## config.mk

```make
export PLATFORM = sky130hd
export DESIGN_NAME = result_display
export DESIGN_NICKNAME = d
export VERILOG_FILES = /design/src/rtl/display_pkg.sv /design/src/rtl/bcd_to_seg7.sv /design/src/rtl/result_display.sv
export SDC_FILE = /design/constraint.sdc
export NUM_CORES = 1
export LEC_CHECK = 0
export CAP_MARGIN = 10
export CORE_MARGIN = 2
export CORE_UTILIZATION = 52
export DETAILED_ROUTE_END_ITERATION = 12
export GPL_ROUTABILITY_DRIVEN = 0
export HOLD_SLACK_MARGIN = 0.15
export PLACE_DENSITY = 0.81
export SLEW_MARGIN = 20
export SYNTH_ARGS = -nofsm -noshare
export SYNTH_HDL_FRONTEND = slang
export SYNTH_SLANG_ARGS = --single-unit
```

## constraint.sdc

```tcl
create_clock -name Clock -period 2.2 [get_ports Clock]
set_clock_uncertainty 0.15 [all_clocks]
set_input_delay 0.33 -clock Clock [delete_from_list [all_inputs] [get_ports Clock]]
set_output_delay 0.33 -clock Clock [all_outputs]
set_load 0.01 [all_outputs]
```

## src/rtl/display_pkg.sv

```systemverilog
// Shared types and constants for the result display path.
// Holds the FSM states, segment codes and BCD helpers.
package display_pkg;

  typedef enum logic [1:0] {
    IDLE,
    CONV,
    SHOW
  } state_e;

  localparam logic [6:0] SEG_BLANK = 7'b1111111;
  localparam logic [6:0] SEG_DASH  = 7'b0111111;

  localparam int NUM_DIGITS = 4;
  localparam int CONV_STEPS = 9;

  // Double-dabble correction: every nibble >= 5 gets +3 before the shift
  function automatic logic [11:0] add3(input logic [11:0] b);
    logic [11:0] r;
    for (int i = 0; i < 3; i++) begin
      r[i*4 +: 4] = (b[i*4 +: 4] >= 4'd5) ? b[i*4 +: 4] + 4'd3
                                           : b[i*4 +: 4];
    end
    return r;
  endfunction

endpackage

```

## src/rtl/bcd_to_seg7.sv

```systemverilog
// BCD digit to active-low 7-segment pattern {g,f,e,d,c,b,a}.
// Codes above 9 render as a blank digit.
module bcd_to_seg7
  import display_pkg::*;
(
  input  logic [3:0] bcd,
  output logic [6:0] seg
);

  always_comb begin
    seg = SEG_BLANK;
    unique case (bcd)
      4'd0:    seg = 7'b1000000;
      4'd1:    seg = 7'b1111001;
      4'd2:    seg = 7'b0100100;
      4'd3:    seg = 7'b0110000;
      4'd4:    seg = 7'b0011001;
      4'd5:    seg = 7'b0010010;
      4'd6:    seg = 7'b0000010;
      4'd7:    seg = 7'b1111000;
      4'd8:    seg = 7'b0000000;
      4'd9:    seg = 7'b0010000;
      default: seg = SEG_BLANK;
    endcase
  end

endmodule

```

## src/rtl/result_display.sv

```systemverilog
// Captures the core result on Halt, converts it to BCD and
// scans it onto a 4-digit multiplexed 7-segment display.
module result_display
  import display_pkg::*;
#(
  parameter int REFRESH_DIV = 50000
) (
  input  logic       Clock,
  input  logic       Reset,
  input  logic       Halt,
  input  logic [7:0] Result,
  input  logic       Carry,
  output logic       Busy,
  output logic       Valid,
  output logic [6:0] Seg,
  output logic [3:0] An,
  output logic       Dp
);

  localparam int CW = $clog2(REFRESH_DIV);

  state_e      state_q, state_d;
  logic        halt_q, halt_d;
  logic [8:0]  bin_q, bin_d;
  logic [11:0] bcd_q, bcd_d;
  logic [3:0]  step_q, step_d;
  logic [3:0]  hun_q, hun_d;
  logic [3:0]  ten_q, ten_d;
  logic [3:0]  one_q, one_d;
  logic        have_q, have_d;
  logic        valid_q, valid_d;
  logic [CW-1:0] rcnt_q, rcnt_d;
  logic [1:0]  idx_q, idx_d;
  logic [6:0]  seg_q, seg_d;
  logic [3:0]  an_q, an_d;

  logic        cap;
  logic        wrap;
  logic [1:0]  idx_nx;
  logic [3:0]  nib;
  logic [6:0]  dec_seg;
  logic [6:0]  seg_pick;

  always_comb begin
    state_d = state_q;
    halt_d  = Halt;
    bin_d   = bin_q;
    bcd_d   = bcd_q;
    step_d  = step_q;
    hun_d   = hun_q;
    ten_d   = ten_q;
    one_d   = one_q;
    have_d  = have_q;
    valid_d = valid_q;
    cap     = Halt & ~halt_q;
    unique case (state_q)
      IDLE, SHOW: begin
        if (cap) begin
          bin_d   = {Carry, Result};
          bcd_d   = '0;
          step_d  = '0;
          valid_d = 1'b0;
          state_d = CONV;
        end
      end
      CONV: begin
        {bcd_d, bin_d} = {add3(bcd_q), bin_q} << 1;
        step_d = step_q + 4'd1;
        if (step_q == 4'(CONV_STEPS - 1)) begin
          hun_d   = bcd_d[11:8];
          ten_d   = bcd_d[7:4];
          one_d   = bcd_d[3:0];
          have_d  = 1'b1;
          valid_d = 1'b1;
          state_d = SHOW;
        end
      end
      default: state_d = IDLE;
    endcase
  end

  // Scan path: segment data is registered for the slot about to start
  always_comb begin
    wrap   = (rcnt_q == CW'(REFRESH_DIV - 1));
    rcnt_d = wrap ? '0 : rcnt_q + CW'(1);
    idx_nx = idx_q + 2'd1;
    idx_d  = idx_q;
    seg_d  = seg_q;
    an_d   = an_q;
    unique case (idx_nx)
      2'd0:    nib = one_q;
      2'd1:    nib = ten_q;
      2'd2:    nib = hun_q;
      default: nib = 4'hF;
    endcase
    seg_pick = dec_seg;
    if (idx_nx == 2'd3)
      seg_pick = SEG_BLANK;
    else if (!have_q)
      seg_pick = SEG_DASH;
    else if (idx_nx == 2'd2 && hun_q == 4'd0)
      seg_pick = SEG_BLANK;
    else if (idx_nx == 2'd1 && hun_q == 4'd0 && ten_q == 4'd0)
      seg_pick = SEG_BLANK;
    if (wrap) begin
      idx_d = idx_nx;
      seg_d = seg_pick;
      an_d  = ~(NUM_DIGITS'(1) << idx_nx);
    end
  end

  bcd_to_seg7 u_dec (
    .bcd (nib),
    .seg (dec_seg)
  );

  always_ff @(posedge Clock or negedge Reset) begin
    if (!Reset) begin
      state_q <= IDLE;
      halt_q  <= 1'b0;
      bin_q   <= '0;
      bcd_q   <= '0;
      step_q  <= '0;
      hun_q   <= '0;
      ten_q   <= '0;
      one_q   <= '0;
      have_q  <= 1'b0;
      valid_q <= 1'b0;
      rcnt_q  <= '0;
      idx_q   <= 2'd3;
      seg_q   <= SEG_BLANK;
      an_q    <= 4'b1111;
    end else begin
      state_q <= state_d;
      halt_q  <= halt_d;
      bin_q   <= bin_d;
      bcd_q   <= bcd_d;
      step_q  <= step_d;
      hun_q   <= hun_d;
      ten_q   <= ten_d;
      one_q   <= one_d;
      have_q  <= have_d;
      valid_q <= valid_d;
      rcnt_q  <= rcnt_d;
      idx_q   <= idx_d;
      seg_q   <= seg_d;
      an_q    <= an_d;
    end
  end

  assign Busy  = (state_q == CONV);
  assign Valid = valid_q;
  assign Seg   = seg_q;
  assign An    = an_q;
  assign Dp    = 1'b1;

endmodule

```

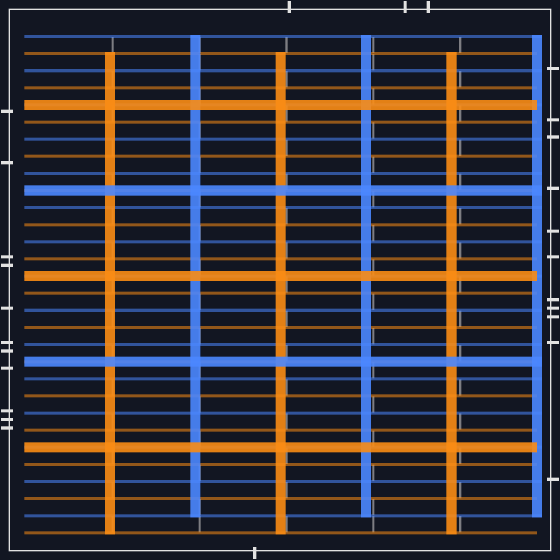
run_1/pdn.png
Pins as bars on the die edge. Tap cells in grey.
[VSS] orange
[VDD] blue
met1 rails: 30
met5 straps: 5

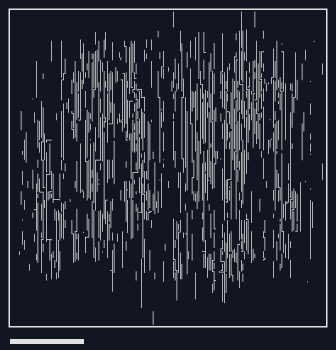
run_1/met2.png
Scale bar: 20 um.
wire length on this layer: 3690 um
nets with wire on the layer: 358
main direction: vertical
longest straight run: 27.2 um

==> flow_summary.ini, run 1 <==
; generated from flow reports
[global_routing]
busiest_layer = met2
grt_usage_pct = 20.5

[final_layout]
nClkBuffers = 11
syn_to_final_growth_pct = 20.9
layout.nets = 430

[job]
tool_warnings = 36
cap_violations = 0

[cts]
cts.sinks = 71
post_cts.repair.setup_buffers = 0
cts_hold_buf = 1
h-tree-depth = 3
cts_buffers = 9

[routing]
ant_nets = 0
wl_per_cell_um = 15.1
drt_drc_violations_left = 5
via_per_inst = 5.67

[status]
failed_checks = DRC
status = complete, but fails checks

[worst_hold_path]
min_path_cells = 1
min_from = rcnt_q[0]$_DFF_PN0_

[worst_setup_path]
rr_startpoint = idx_q[0]$_DFFE_PN1N_
end_kind = register
critPathCapture = Seg[2]$_DFFE_PN1N_
worstRegToRegCells = 8

[placement]
placed_cell_area_um2 = 3860
port_buffers = 24
dp_hpwl_um = 5050

[synthesis]
synthArstFlopShare_pct = 100
synth_chip_area_um2 = 3480
top_logic_kind = simple AND/OR/NAND/NOR gates
aoi_share_pct = 13.4
xor_area_share_pct = 4.28

[final_timing]
fmax_mhz = 463
fin_ws_ps = 39.6
final_max_slew_viol_count = 0

[pwr]
power_mw = 4.88
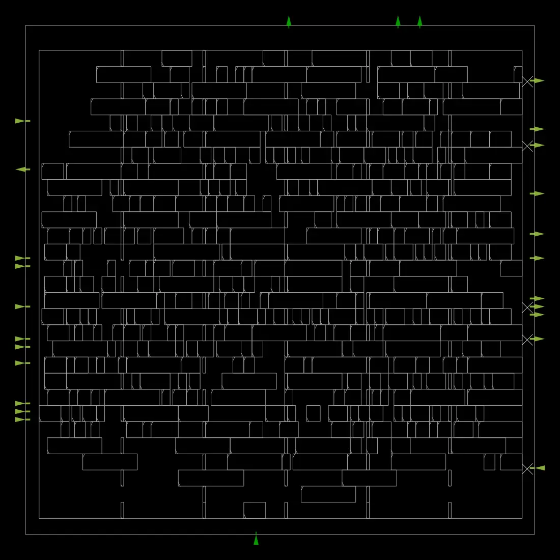
run_1/final_placement.png
core area: 6420 um^2
Seq/total area: 42.6%
num tapcells: 77
final core utilization: 65.5%
Cell Count, Final, Fillers Out: 484

==> inputs of run 2 (changes only) <==
- MAX_ROUTING_LAYER: default -> met4
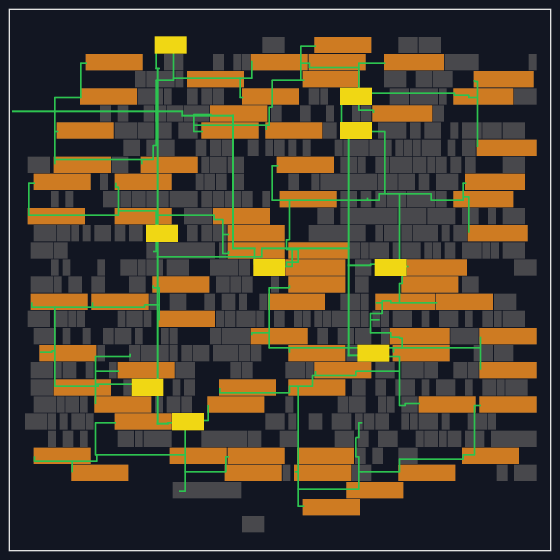
run_2/clock_map.png
[clock wires] green | length: 888 um
[cells driving clock nets] yellow | count: 9
[flip-flops] orange | count: 71
flops lie: all over the die
routed clock nets: 10
later-pin clock latency in the skew report: 350 ps
clock power share: 22.9%
clock-net power: 1.12 mW

==> flow_summary.ini, run 2 <==
; generated from flow reports
[die]
core_um2 = 6420
taps = 77

[synthesis]
xor_area_share_pct = 4.28
aoi_share_pct = 13.4
top_logic_kind = simple AND/OR/NAND/NOR gates
synthArstFlopShare_pct = 100
synth_chip_area_um2 = 3480

[final_timing]
fin_ws_ps = 42.5
final_max_slew_viol_count = 0
fmax_mhz = 463

[status]
failed_checks = DRC
status = complete, but fails checks

[worst_hold_path]
min_path_cells = 1
min_from = rcnt_q[0]$_DFF_PN0_

[cts]
cts.sinks = 71
post_cts.repair.setup_buffers = 0

[routing]
drt_drc_violations_left = 5
ant_nets = 0
wl_per_cell_um = 15.2

[final_layout]
layout.nets = 430
nClkBuffers = 11
syn_to_final_growth_pct = 20.9
finish.utilization_pct = 65.5
seq_share_pct = 42.6
fin_cells = 484

[worst_setup_path]
end_kind = register
worstRegToRegCells = 8
critPathCapture = Seg[2]$_DFFE_PN1N_

[global_routing]
busiest_layer = met2
grt_usage_pct = 21.1

[placement]
port_buffers = 24
dp_hpwl_um = 5050
placed_cell_area_um2 = 3860

[pwr]
power_mw = 4.89
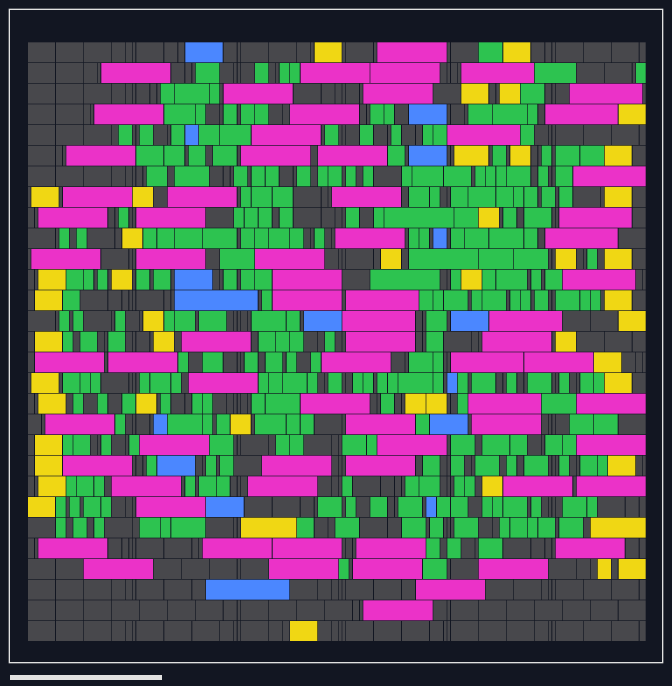
run_2/cell_classes.png
Scale bar: 20 um. Fill, decap, tap and diode cells in grey.
[clock drivers and dummy loads] blue | cells: 16 | share of their area: 5.0%
[all other logic] green | cells: 275 | share of their area: 41%
[flip-flops] magenta | cells: 71 | share of their area: 44%
[other buffers and delay cells] yellow | cells: 45 | share of their area: 10%

Power figures rest on the tool's default switching activity, not on a simulated workload.
